**src/rtl/hog_pixel_feeder_pkg.sv**
```systemverilog
// Shared definitions for the HOG pixel feeder: pixel sizes, beat layout and FSM encodings.
package hog_pixel_feeder_pkg;

    localparam int HOG_PIX_W        = 8;
    localparam int HOG_PIX_PER_BEAT = 4;
    localparam int HOG_IN_W         = HOG_PIX_PER_BEAT * HOG_PIX_W;

    typedef enum logic [1:0] {
        ST_IDLE  = 2'd0,
        ST_FETCH = 2'd1,
        ST_DRAIN = 2'd2
    } feed_state_e;

    // Pixel idx of a beat sits at bits [idx*HOG_PIX_W +: HOG_PIX_W]; pixel 0 is the leftmost.
    function automatic logic [HOG_PIX_W-1:0] beat_pixel(input logic [HOG_IN_W-1:0] beat,
                                                        input logic [1:0]          idx);
        return beat[idx*HOG_PIX_W +: HOG_PIX_W];
    endfunction

endpackage

```
**src/rtl/hog_feed_fifo.sv**
```systemverilog
// Small synchronous first-word-fall-through FIFO used to hide pixel memory read latency.
module hog_feed_fifo #(
    parameter  int WIDTH = 32,
    parameter  int DEPTH = 4,
    localparam int AW    = (DEPTH > 1) ? $clog2(DEPTH) : 1,
    localparam int CW    = $clog2(DEPTH + 1)
) (
    input  logic             clk,
    input  logic             rst,
    input  logic             push,
    input  logic             pop,
    input  logic             flush,
    input  logic [WIDTH-1:0] din,
    output logic [WIDTH-1:0] dout,
    output logic [CW-1:0]    count,
    output logic             empty
);

    logic [WIDTH-1:0] mem_r [DEPTH];
    logic [AW-1:0]    wr_ptr_r;
    logic [AW-1:0]    rd_ptr_r;
    logic [CW-1:0]    count_r;
    logic             do_push_s;
    logic             do_pop_s;

    // Qualify push/pop; a push into a full FIFO is accepted only when a pop frees a slot.
    always_comb begin
        do_pop_s  = pop && (count_r != {CW{1'b0}});
        do_push_s = push && ((count_r != CW'(DEPTH)) || do_pop_s);
    end

    // Pointer and occupancy tracking; flush empties the FIFO in one cycle.
    always_ff @(posedge clk or negedge rst) begin
        if (!rst) begin
            wr_ptr_r <= {AW{1'b0}};
            rd_ptr_r <= {AW{1'b0}};
            count_r  <= {CW{1'b0}};
        end else if (flush) begin
            wr_ptr_r <= {AW{1'b0}};
            rd_ptr_r <= {AW{1'b0}};
            count_r  <= {CW{1'b0}};
        end else begin
            if (do_push_s) wr_ptr_r <= wr_ptr_r + AW'(1);
            if (do_pop_s)  rd_ptr_r <= rd_ptr_r + AW'(1);
            case ({do_push_s, do_pop_s})
                2'b10:   count_r <= count_r + CW'(1);
                2'b01:   count_r <= count_r - CW'(1);
                default: count_r <= count_r;
            endcase
        end
    end

    // Storage array; cleared on reset so the head never shows stale data after power-up.
    always_ff @(posedge clk or negedge rst) begin
        if (!rst) begin
            for (int i = 0; i < DEPTH; i++) mem_r[i] <= {WIDTH{1'b0}};
        end else if (do_push_s && !flush) begin
            mem_r[wr_ptr_r] <= din;
        end
    end

    assign dout  = mem_r[rd_ptr_r];
    assign count = count_r;
    assign empty = (count_r == {CW{1'b0}});

endmodule

```
**src/rtl/hog_pixel_feeder.sv**
```systemverilog
// Streams a stored frame from word-addressed pixel memory into the HOG engine, four pixels per beat.
module hog_pixel_feeder
    import hog_pixel_feeder_pkg::*;
#(
    parameter  int PIX_W   = HOG_PIX_W,
    parameter  int IMG_W   = 640,
    parameter  int IMG_H   = 480,
    parameter  int MEM_AW  = 17,
    parameter  int FIFO_D  = 4,
    localparam int IN_W    = HOG_PIX_PER_BEAT * PIX_W,
    localparam int N_WORDS = IMG_W * IMG_H / 4,
    localparam int CNT_W   = $clog2(N_WORDS + 1),
    localparam int FCW     = $clog2(FIFO_D + 1)
) (
    input  logic              clk,
    input  logic              rst,
    input  logic              start,
    input  logic              abort,
    input  logic [MEM_AW-1:0] base_addr,
    output logic              mem_rd,
    output logic [MEM_AW-1:0] mem_addr,
    input  logic [IN_W-1:0]   mem_rdata,
    input  logic              request,
    output logic              ready,
    output logic [IN_W-1:0]   o_data,
    output logic              busy,
    output logic              done
);

    feed_state_e       state_r;
    feed_state_e       state_s;
    logic [MEM_AW-1:0] base_r;
    logic [CNT_W-1:0]  issue_cnt_r;
    logic [CNT_W-1:0]  sent_cnt_r;
    logic              inflight_r;
    logic              discard_r;
    logic              done_r;
    logic [FCW-1:0]    fifo_count_s;
    logic              fifo_empty_s;
    logic              start_s;
    logic              abort_s;
    logic              credit_ok_s;
    logic              push_s;
    logic              pop_s;

    // Start is honoured only from IDLE and loses to a simultaneous abort; abort is a no-op in IDLE.
    always_comb begin
        start_s     = start && !abort && (state_r == ST_IDLE);
        abort_s     = abort && (state_r != ST_IDLE);
        credit_ok_s = (({1'b0, fifo_count_s} + {{FCW{1'b0}}, inflight_r}) < (FCW+1)'(FIFO_D));
        push_s      = inflight_r && !discard_r;
        pop_s       = ready;
    end

    assign ready = request && !fifo_empty_s;
    assign done  = done_r;

    // FSM state register.
    always_ff @(posedge clk or negedge rst) begin
        if (!rst) state_r <= ST_IDLE;
        else      state_r <= state_s;
    end

    // FSM next-state: FETCH until the last word is issued, DRAIN until the last beat is taken.
    always_comb begin
        state_s = state_r;
        case (state_r)
            ST_IDLE: begin
                if (start_s) state_s = ST_FETCH;
                else         state_s = ST_IDLE;
            end
            ST_FETCH: begin
                if (abort)                                               state_s = ST_IDLE;
                else if (mem_rd && (issue_cnt_r == CNT_W'(N_WORDS - 1))) state_s = ST_DRAIN;
                else                                                     state_s = ST_FETCH;
            end
            ST_DRAIN: begin
                if (abort)                                 state_s = ST_IDLE;
                else if (sent_cnt_r == CNT_W'(N_WORDS))    state_s = ST_IDLE;
                else                                       state_s = ST_DRAIN;
            end
            default: state_s = ST_IDLE;
        endcase
    end

    // FSM outputs: reads are issued only while FETCH has a free FIFO credit.
    always_comb begin
        busy     = 1'b0;
        mem_rd   = 1'b0;
        mem_addr = {MEM_AW{1'b0}};
        case (state_r)
            ST_IDLE: begin
                busy = 1'b0;
            end
            ST_FETCH: begin
                busy = 1'b1;
                if (credit_ok_s) begin
                    mem_rd   = 1'b1;
                    mem_addr = base_r + MEM_AW'(issue_cnt_r);
                end else begin
                    mem_rd   = 1'b0;
                    mem_addr = {MEM_AW{1'b0}};
                end
            end
            ST_DRAIN: begin
                busy = 1'b1;
            end
            default: begin
                busy = 1'b0;
            end
        endcase
    end

    // Frame base and issue/delivery counters, cleared whenever a new frame is accepted.
    always_ff @(posedge clk or negedge rst) begin
        if (!rst) begin
            base_r      <= {MEM_AW{1'b0}};
            issue_cnt_r <= {CNT_W{1'b0}};
            sent_cnt_r  <= {CNT_W{1'b0}};
        end else if (start_s) begin
            base_r      <= base_addr;
            issue_cnt_r <= {CNT_W{1'b0}};
            sent_cnt_r  <= {CNT_W{1'b0}};
        end else begin
            if (mem_rd) issue_cnt_r <= issue_cnt_r + CNT_W'(1);
            if (pop_s)  sent_cnt_r  <= sent_cnt_r + CNT_W'(1);
        end
    end

    // Read-return tracking, post-abort discard of the outstanding read, and the done pulse.
    always_ff @(posedge clk or negedge rst) begin
        if (!rst) begin
            inflight_r <= 1'b0;
            discard_r  <= 1'b0;
            done_r     <= 1'b0;
        end else begin
            inflight_r <= mem_rd;
            discard_r  <= abort_s;
            done_r     <= (state_r == ST_DRAIN) && !abort && (sent_cnt_r == CNT_W'(N_WORDS));
        end
    end

    hog_feed_fifo #(
        .WIDTH (IN_W),
        .DEPTH (FIFO_D)
    ) u_fifo (
        .clk   (clk),
        .rst   (rst),
        .push  (push_s),
        .pop   (pop_s),
        .flush (abort_s),
        .din   (mem_rdata),
        .dout  (o_data),
        .count (fifo_count_s),
        .empty (fifo_empty_s)
    );

endmodule
```
**config.mk**
```make
export PLATFORM = sky130hd
export DESIGN_NAME = hog_pixel_feeder
export DESIGN_NICKNAME = d
export VERILOG_FILES = /design/src/rtl/hog_pixel_feeder_pkg.sv /design/src/rtl/hog_feed_fifo.sv /design/src/rtl/hog_pixel_feeder.sv
export SDC_FILE = /design/constraint.sdc
export NUM_CORES = 1
export LEC_CHECK = 0
export ABC_AREA = 1
export CORE_MARGIN = 1.5
export CORE_UTILIZATION = 60
export CTS_BUF_LIST = sky130_fd_sc_hd__clkbuf_16
export DETAILED_ROUTE_END_ITERATION = 10
export PLACE_DENSITY_LB_ADDON = 0.12
export SYNTH_ARGS = -nofsm -noshare
export SYNTH_HDL_FRONTEND = slang
export SYNTH_SLANG_ARGS = --single-unit
export TNS_END_PERCENT = 30
```
**constraint.sdc**
```tcl
create_clock -name clk -period 5.3 [get_ports clk]
set_input_delay 1.06 -clock clk [delete_from_list [all_inputs] [get_ports clk]]
set_output_delay 1.06 -clock clk [all_outputs]
set_load 0.01 [all_outputs]
```
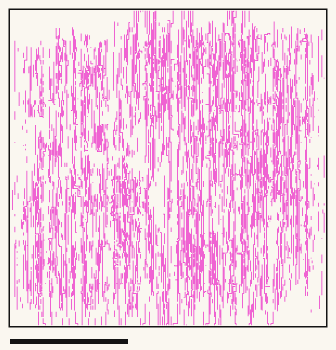
run_1/layer_met2.png
The bar under the picture is 50 um long.
share of all routed wire	50%
longest straight run	40.3 um
detailed-route via count: 9,565
met2 Track Usage GR: 50.1%
drt total wl: 26.2 mm

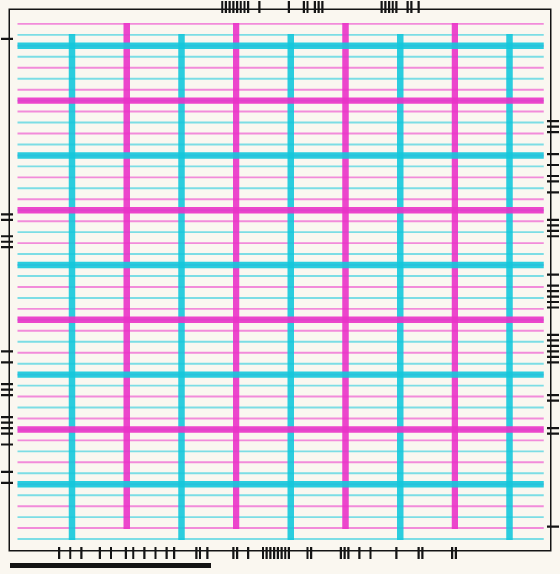
run_1/power_grid.png
The bar under the picture is 50 um long. Pins as bars on the die edge.
colour	net
cyan	VSS
magenta	VDD
met5 straps	9
signal pins	107
met4 straps	9
chip height: 134 um
DIE WIDTH: 134 um

==> impl_metrics.yaml, run 1 <==
# generated from flow reports
timing:
  setup_ws_ps: 1280
  hold_viol: 0
  rsz0062_at_grt: "no"
  period_used_pct: 75.9
  skew_ps: 8.96
  slew_violations: 0
  maxSlewHeadroom_pct: 20.5
  finalWorstPathRequiredPeriod_ps: 4020
  setup_viol: 0
  worst_slew_pin_slew_ps: 1190
  fmax_mhz: 249
logic_synthesis:
  yosysMostFrequentCell: "nand2_1"
  yosys_cells: 1410
  fp_nets: 1493
  synthCells: 1410
  edf_count: 0
  mux_area_share_pct: 0
  xor_area_share_pct: 0.255
  ys_async_sr_fraction_pct: 100
  synth.area.top_cells: "dfrtp_1 (46%), nand2_1 (18%), o21ai_1 (5.8%)"
  ys_sh_aoi_pct: 14.9
  ys_sh_simple_pct: 27.8
  adder_share_pct: 3.67
  synth_chip_area_sq_mm: 0.0103
  synth_top_area_share_pct: 46.4
  yosysSeqAreaShare_pct: 46.4
  yosysTopAreaCell: "dfrtp_1"
  synth.logic.top_family: "simple AND/OR/NAND/NOR gates"
final_layout:
  syn2layout_area_growth_pct: 16.7
  drive_gt1_share_pct: 4.36
  largest_reg_flops: 128
  layout_top_cell: "nand2_1"
  fin_nets: 1562
  fill_cells: 1401
  logic_area_sq_mm: 0.00483
worst_setup_path:
  r2r_end: "u_fifo.mem_r[86]$_DFFE_PN0P_"
  worst_setup_path_start_kind: "flip-flop"
  cp-endpoint: "mem_addr[16]"
  cp.required_ps: 4240
  r2r_cells: 8
  startpoint: "issue_cnt_r[0]$_DFFE_PN0P_"
  max_stage_delay_ps: 560
  cp_max_fo: 4
  r2r_start: "state_r[0]$_DFF_PN0_"
  critPathKind: "flip-flop to primary output"
  crit_chain: "ha_1 -> inv_1 -> fa_1 -> inv_1 -> nand2_1 -> nand2_1 -> nand3_1 -> nand2_1 -> nand2_1 -> nand3_1 -> nand2_1 -> nor2_1 -> clkdlybuf4s50_1"
  arrival_ps: 2960
  reg2reg_slack_ps: 2580
  cp_top_family: "simple AND/OR/NAND/NOR gates"
  crit_path_end_kind: "primary output"
floorplanning:
  core_region_area_sq_mm: 0.0167
  num_rows: 47
  die-area_sq_mm: 0.0180
  io_pins: 107
place:
  place_congestion: 0.880
  placed_area_sq_mm: 0.0115
  dp.cells: 1680
  io_buffers: 106
  dp_slack_ps: 1630
outcome:
  status: "completed"
clocking:
  holdBufCountCts: 0
  clock_path_buffers: 2
  cts_sinks: 191
  root_buffer: "clkbuf_16"
  post_cts_buffers: 0
min_path:
  hp-class: "flip-flop to flip-flop"
  hold_start: "u_fifo.mem_r[63]$_DFFE_PN0P_"
  worstHoldEndpoint: "u_fifo.mem_r[63]$_DFFE_PN0P_"
drt:
  first_iter_violations: 961
  vias_per_cell: 5.59
  ant_nets: 0
  drc: 0
  drtPass1Iterations: 5
  wire_per_inst_um: 15.3
power:
  leakage_nw: 5.92
  p_per_area_mw_per_mm2: 512
  max-vdd-ir-drop_mv: 0.297
  power_mw: 6.15
job:
  warnings: 35
grt:
  track_usage_pct: 29.9
  grt_overflow_total: 0
  antenna_found_initial: 0
  grt_pass1_vias: 9018
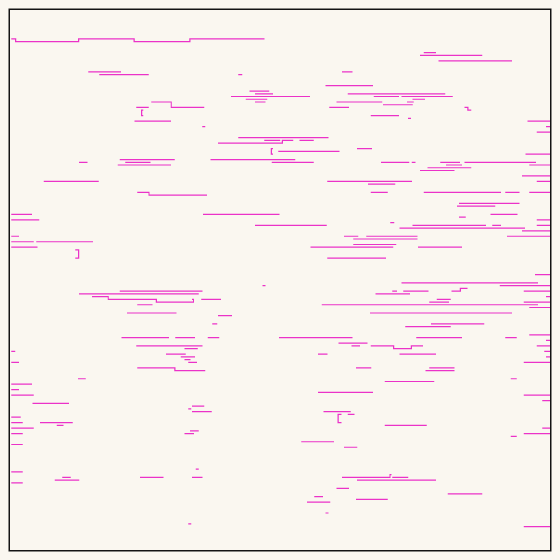
run_1/layer_met3.png
main direction	horizontal
wire length on this layer	1,550 um
met3 Use GR: 4.35%

[run 1: where the power goes]
part	switching (mW)	internal (mW)	total, mW
registers	0.328	1.99	2.32
logic	1.52	1.04	2.56
clock network	0.576	0.693	1.27
[run 1: area by class of cell]
class                   count  share of cell area [%]
multi-input cells        1038                    40.1
flip-flops and latches    191                    39.8
repair buffers            116                    9.48
inverters                 115                    3.59
clock buffers              17                    3.54
well taps                 220                    2.29
clock inverters            14                    1.19
[run 1: per-layer routing]
metal	GRT usage [%]	wire [um]
met1	40.7	11100
met2	50.1	13000
met3	4.35	1550
met4	8.78	484
met5	0	0
--- run 2 (diff from run 1) ---
--- a/config.mk
+++ b/config.mk
@@ -7,7 +7,7 @@
 export LEC_CHECK = 0
 export ABC_AREA = 1
 export CORE_MARGIN = 1.5
-export CORE_UTILIZATION = 60
+export CORE_UTILIZATION = 57
 export CTS_BUF_LIST = sky130_fd_sc_hd__clkbuf_16
 export DETAILED_ROUTE_END_ITERATION = 10
 export PLACE_DENSITY_LB_ADDON = 0.12
==> constraint.sdc (replaced) <==
create_clock -name clk -period 3.9 [get_ports clk]
set_input_delay 0.78 -clock clk [delete_from_list [all_inputs] [get_ports clk]]
set_output_delay 0.78 -clock clk [all_outputs]
set_load 0.01 [all_outputs]
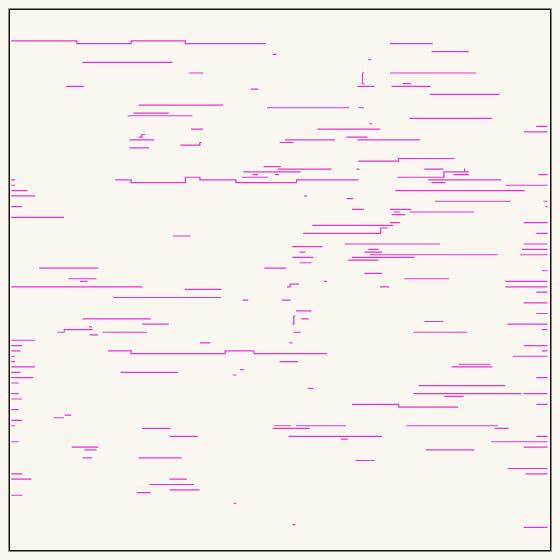
run_2/layer_met3.png
longest straight run	33.1 um
nets with wire on the layer	128
share of all routed wire	5.8%

==> run 2 against run 1 <==
  * Clock-buffer cell count unchanged
  * Synthesized cell count unchanged
  * Wire length increased by 0.15%
  * Die size rose by 5.1%
  * Global-route usage fell by 0.77 points
  * Sequential share of layout area decreased by 0.37 points
  * Non-clock buffer count up 14
  * First-iteration DRC count shrank 28%
  * Setup slack got worse by 890 ps
  * Sequential cell count unchanged
  * Sequential power grew 34%
  * Final area increased by 0.93%
  * Largest cell class unchanged
==> impl_metrics.yaml, run 2 <==
# generated from flow reports
floorplanning:
  die-area_sq_mm: 0.0189
  die_width_um: 137
  fp.dieH_um: 137
  num_rows: 48
  io_pins: 107
  core_region_area_sq_mm: 0.0175
timing:
  slew_violations: 0
  finalWorstPathRequiredPeriod_ps: 3510
  worst_slew_pin_slew_ps: 898
  maxSlewHeadroom_pct: 40.2
  skew_ps: 9.63
  fmax_mhz: 285
  setup_viol: 0
worst_setup_path:
  worst_setup_path_start_kind: "flip-flop"
  cp_max_fo: 4
  critPathKind: "flip-flop to primary output"
  arrival_ps: 2730
  r2r_end: "u_fifo.mem_r[42]$_DFFE_PN0P_"
  startpoint: "issue_cnt_r[0]$_DFFE_PN0P_"
  crit_path_end_kind: "primary output"
  r2r_cells: 8
drt:
  vias: 9453
  ant_nets: 0
  vias_per_cell: 5.46
  wire_per_inst_um: 15.2
  route.met3.wl_mm: 1.52
  wl_met1_mm: 11.5
  drtPass1Iterations: 5
  first_iter_violations: 694
  highest_layer: "met5"
power:
  internal-power_mw: 5.15
  power_frac_comb_pct: 42.3
  switching_share_pct: 38.5
  p_seq_share_pct: 37.0
  p_per_area_mw_per_mm2: 690
  power_mw: 8.37
  max-vdd-ir-drop_mv: 0.480
logic_synthesis:
  edf_count: 0
  synth_chip_area_sq_mm: 0.0103
  yosys_cells: 1410
  yosysTopAreaCell: "dfrtp_1"
  ys_async_sr_fraction_pct: 100
  xor_area_share_pct: 0.255
  ys_sh_aoi_pct: 14.9
  synth.logic.top_family: "simple AND/OR/NAND/NOR gates"
  synth_top_area_share_pct: 46.4
  synthCells: 1410
  adder_share_pct: 3.67
  ys_sh_simple_pct: 27.8
  mux_area_share_pct: 0
  synth.area.top_cells: "dfrtp_1 (46%), nand2_1 (18%), o21ai_1 (5.8%)"
  yosysSeqAreaShare_pct: 46.4
grt:
  grt_use_met1_pct: 39.0
  grtUsageMet3_pct: 5.11
  grt_use_met2_pct: 48.1
  grt_busiest_layer: "met2"
  track_usage_pct: 29.1
  grt_pass1_vias: 8884
clocking:
  root_buffer: "clkbuf_16"
  cts_sinks: 191
  post_cts_buffers: 0
final_layout:
  largest_reg_flops: 128
  fill_cells: 1448
  num-nonclk-inverters: 115
  syn2layout_area_growth_pct: 17.8
  sh_seq_area_pct: 39.4
  fin_nets: 1576
  nClkBuffers: 17
  nonClkBufAreaFrac_pct: 10.4
  drive_gt1_share_pct: 5.12
  layout_top_cell: "nand2_1"
place:
  place_congestion: 0.912
  dp_slack_ps: 830
outcome:
  status: "completed"
job:
  warnings: 35
min_path:
  hp-class: "input port to async pin"
run 2: netlist changes by cell type in the layout (fill, tap and decap cells not counted), sizes merged:
cell,delta
buf,+14
bufinv,+1
clkinvlp,+1
inv,-1
clkinv,-1
run 2: worst max-delay path: stages, from the launching register on:
cell and delay (ps):
dfrtp_1 390, ha_1 190, inv_1 60, fa_1 350, inv_1 100, nand2_1 80, nand2_1 70, nand3_1 60
nand2_1 130, nand2_1 90, nand3_1 70, nand2_1 50, nor2_1 130, clkdlybuf4s50_1 550
run 2: power groups by stage:
stage          Sequential, mW  Clock (mW)  Combinational (mW)
2_1_floorplan            3.02           0                2.15
3_3_place_gp             3.09           0                3.46
3_5_place_dp             3.12           0                3.53
4_1_cts                  3.09        1.75                3.55
5_1_grt                  3.18        1.84                3.96
6_report                 3.10        1.73                3.55
Power and IR drop assume default switching activity.
